--- src/rtl/serial_subtractor.sv ---
// rtl/serial_subtractor.sv - bit-serial two's-complement subtractor, diff = a - b, LSB first
// Optional signed-overflow output ovf enabled by defining SERIAL_SUB_OVF_EN.
module serial_subtractor #(
   parameter int N = 4
) (
   input  logic         CLK,
   input  logic         rst_n,
   input  logic         start,
   input  logic [N-1:0] a,
   input  logic [N-1:0] b,
   output logic         busy,
   output logic         done,
   output logic [N-1:0] diff,
`ifdef SERIAL_SUB_OVF_EN
   output logic         ovf,
`endif
   output logic         borrow_out
);

   localparam int CW = $clog2(N) + 1;

   localparam logic [1:0] IDLE  = 2'd0;
   localparam logic [1:0] SHIFT = 2'd1;
   localparam logic [1:0] DONE  = 2'd2;

   logic [1:0]   state;
   logic [N-1:0] a_sr;
   logic [N-1:0] b_sr;
   logic         borrow;
   logic [CW-1:0] count;

   logic x, y, bi, d, bo;

   always_comb begin
      x  = a_sr[0];
      y  = b_sr[0];
      bi = borrow;
      d  = x ^ y ^ bi;
      bo = (~x & y) | (~x & bi) | (y & bi);
   end

   assign busy = (state == SHIFT);
   assign done = (state == DONE);

`ifdef SERIAL_SUB_OVF_EN
   // Operand sign bits are shifted out of a_sr/b_sr, so keep copies for the overflow test.
   logic a_msb, b_msb;

   always_ff @(posedge CLK or negedge rst_n) begin
      if (!rst_n) begin
         a_msb <= 1'b0;
         b_msb <= 1'b0;
         ovf   <= 1'b0;
      end else begin
         if (state == IDLE && start) begin
            a_msb <= a[N-1];
            b_msb <= b[N-1];
         end
         if (state == SHIFT && count == CW'(N - 1))
            ovf <= (a_msb ^ b_msb) & (d ^ a_msb);
      end
   end
`endif

   always_ff @(posedge CLK or negedge rst_n) begin
      if (!rst_n) begin
         state      <= IDLE;
         a_sr       <= '0;
         b_sr       <= '0;
         borrow     <= 1'b0;
         count      <= '0;
         diff       <= '0;
         borrow_out <= 1'b0;
      end else begin
         case (state)
            IDLE: begin
               if (start) begin
                  a_sr   <= a;
                  b_sr   <= b;
                  borrow <= 1'b0;
                  count  <= '0;
                  state  <= SHIFT;
               end
            end
            SHIFT: begin
               // Result bits refill a_sr from the top as minuend bits drain out the bottom.
               a_sr   <= {d, a_sr[N-1:1]};
               b_sr   <= {1'b0, b_sr[N-1:1]};
               borrow <= bo;
               count  <= count + 1'b1;
               if (count == CW'(N - 1)) begin
                  diff       <= {d, a_sr[N-1:1]};
                  borrow_out <= bo;
                  state      <= DONE;
               end
            end
            DONE: begin
               state <= IDLE;
            end
            default: begin
               state <= IDLE;
            end
         endcase
      end
   end

endmodule

--- config.mk ---
export PLATFORM = sky130hd
export DESIGN_NAME = serial_subtractor
export DESIGN_NICKNAME = d
export VERILOG_FILES = /design/src/rtl/serial_subtractor.sv
export SDC_FILE = /design/constraint.sdc
export NUM_CORES = 1
export LEC_CHECK = 0
export CAP_MARGIN = 25
export CORE_ASPECT_RATIO = 0.9
export CORE_MARGIN = 3
export CORE_UTILIZATION = 53
export CTS_CLUSTER_DIAMETER = 50
export CTS_CLUSTER_SIZE = 14
export DETAILED_ROUTE_END_ITERATION = 12
export HOLD_SLACK_MARGIN = 0.08
export PLACE_DENSITY = 0.85
export SLEW_MARGIN = 0
export SYNTH_ARGS = -nofsm -noshare
export SYNTH_HDL_FRONTEND = slang
export SYNTH_SLANG_ARGS = --single-unit
--- constraint.sdc ---
create_clock -name CLK -period 2.7 [get_ports CLK]
set_input_delay 0.81 -clock CLK [delete_from_list [all_inputs] [get_ports CLK]]
set_output_delay 0.81 -clock CLK [all_outputs]
set_load 0.01 [all_outputs]
Figure 1. The metal 1 layer.
Scale: 8 px per um. Supply wires on this layer in gray.
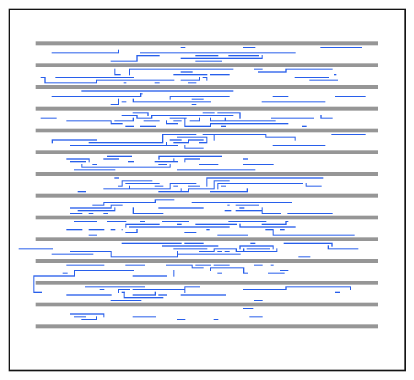
wire length on this layer	812 um
longest straight run	19.3 um
nets with wire on the layer	92

Figure 2. The metal 2 layer.
Scale: 6 px per um. Cells faint in the background.
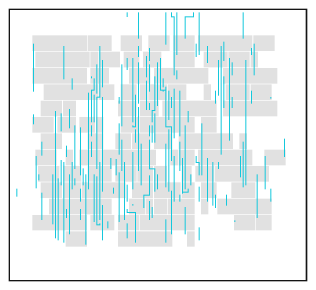
wire length on this layer	732 um
nets with wire on the layer	88

Figure 3. Metal 3.
Scale: 8 px per um.
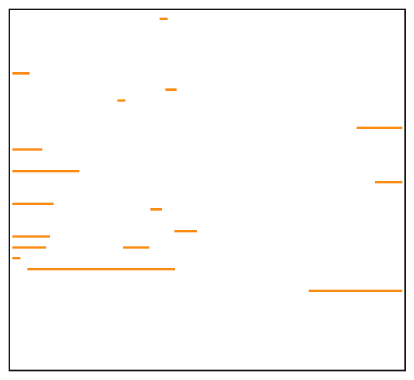
main direction	horizontal
wire length on this layer	74.5 um
share of all routed wire	4.4%
nets with wire on the layer	13
via count: 627
final wirelength: 1702 um

==> run summary <==
die area: 0.002217 mm^2
CP Max Fanout: 6
CP endpoint kind: output pin
sequential power: 0.000491 W
R2R depth: 4
routed len/inst: 14.93 um
nets@finish: 107
fillcell total: 121
pre-CTS WS: 0.4732 ns
Routed Antenna Nets: 0
Crit. Startpoint: state[1]
Final Power: 0.001208 W
RSZ-0062 raised after global routing: false
die height: 44.98 um
gr ovfl total: 0
P_leak: 0.4935 nW
core area: 0.001513 mm^2
first-pass GRT wire length: 2773 um
postcts setup bufs: 0
maximum number of pins on one net before global-route repair: 20
clock net sink count: 19
register area: 475.5 um^2
layout cells sized above 1: 16.30%
Final setup viols: 0
reg2reg setup slack: 1.18 ns
Die X-Extent: 49.31 um
synthesized area: 894.6 um^2
hold_buf cts: 0
CP Capture Point: busy
Critical Path Start Type: flop
average size of a mapped cell: 12.43 um^2
Worst-Margin Slew: 0.4981 ns
Synth area leader: dfrtp_1
hold depth: 1
Comb area: 359.1 um^2
Routability Congestion: 0.8132
hpwl dp: 1242 um
fin crit share: 91.25%
most frequent cell after synthesis: dfrtp_1
Remaining DRCs: 0
clk buf depth: 2
Max Cap Viol: 0
# diodes: 0
fin area: 0.001115 mm^2
Cell Area, Placed: 0.001089 mm^2
CTS buffer count: 3
H-tree depth: 1
Final Hold Vio Count: 0
clock network power: 0.000142 W
Post-synth EDFFs: 0
Net Sw Power: 0.0004221 W
pwr dens: 1084 mW/mm^2
outcome: completed
Rel. slew slack: 66.73%
drt pass-1 iters: 2
Seq/Total Area, Yosys: 53.15%
Post-synth top cells: dfrtp_1, inv_1, nor4b_1
Clock power frac: 11.8%
cell count after synthesis: 72
Final Max Tran Viols: 0
IO Port Bufs: 17
crit path DRT: 1.89 ns
tool warning count: 26
Yosys chip area: 894.6 um^2
Rows: 13
comb pwr: 0.000575 W
r2r startpoint: count[0]
Hold Path Class: flop to flop
initial antenna violation count: 0
Crit Reg-Reg Endpoint: borrow_out
Netlist cell types: 27
==> per-layer routing <==
metal,wire length [um],track usage (%),vias to the layer above
met5,0,0,-
met3,74,3.960,8
li1,-,-,304
met2,731,24.06,16
met1,811,23.38,299
met4,84,16.48,0
==> how the worst min path moves through the flow <==
stage	endpoint	start
detailed placement	count[0]	count[0]
floorplan	count[0]	count[0]
global placement	count[0]	count[0]
CTS	count[0]	count[0]
global route	count[0]	count[0]
finish	count[0]	count[0]
==> kinds of logic (layout without fill, tap and decap cells) <==
kind of cell	Yosys count	count (layout)	synth area share [%]
fa+ha+maj	3	3	5.035
flops	19	19	53.15
compound gates	14	14	13.29
buf+inv	13	33	6.712
simple gates	17	17	14.55
mux	6	6	7.272
==> per-stage QoR <==
| step | cells | hold WS [ns] |
|---|---|---|
| 5_1_grt | 114 | 0.5320 |
| 2_1_floorplan | 72 | 0.4573 |
| 6_report | 114 | 0.4892 |
| 3_3_place_gp | 110 | 0.4785 |
| 3_5_place_dp | 110 | 0.4830 |
| 4_1_cts | 114 | 0.4972 |
==> cell type report <==
cell class | instances | area share, %
Multi-Input combinational cell | 40 | 32.21
Timing Repair Buffer | 20 | 17.28
Clock buffer | 4 | 2.357
Sequential cell | 19 | 42.65
Tap cell | 22 | 2.469
Inverter | 9 | 3.030
==> worst max-delay path: stages, from the launching register on <==
cell	delay [ns]
dfrtp_1	0.40
nand2b_2	0.22
inv_1	0.17
clkdlybuf4s50_1	0.57
==> placed cells by master (no fill, tap or decap), types with 3 or more instances in the layout <==
cell and count:
clkdlybuf4s50_1 17, inv_1 9, mux2_2 4, nor4b_1 5, a221oi_1 3, clkbuf_4 3, dfrtp_1 19, buf_4 3
==> state kept, by name, summed over array words and instances, names as in the netlist <==
signal and flops:
b_sr 4, a_sr 4, count 3, state 2
borrow_out 1, bi 1, diff 4
Power and IR drop assume default switching activity.
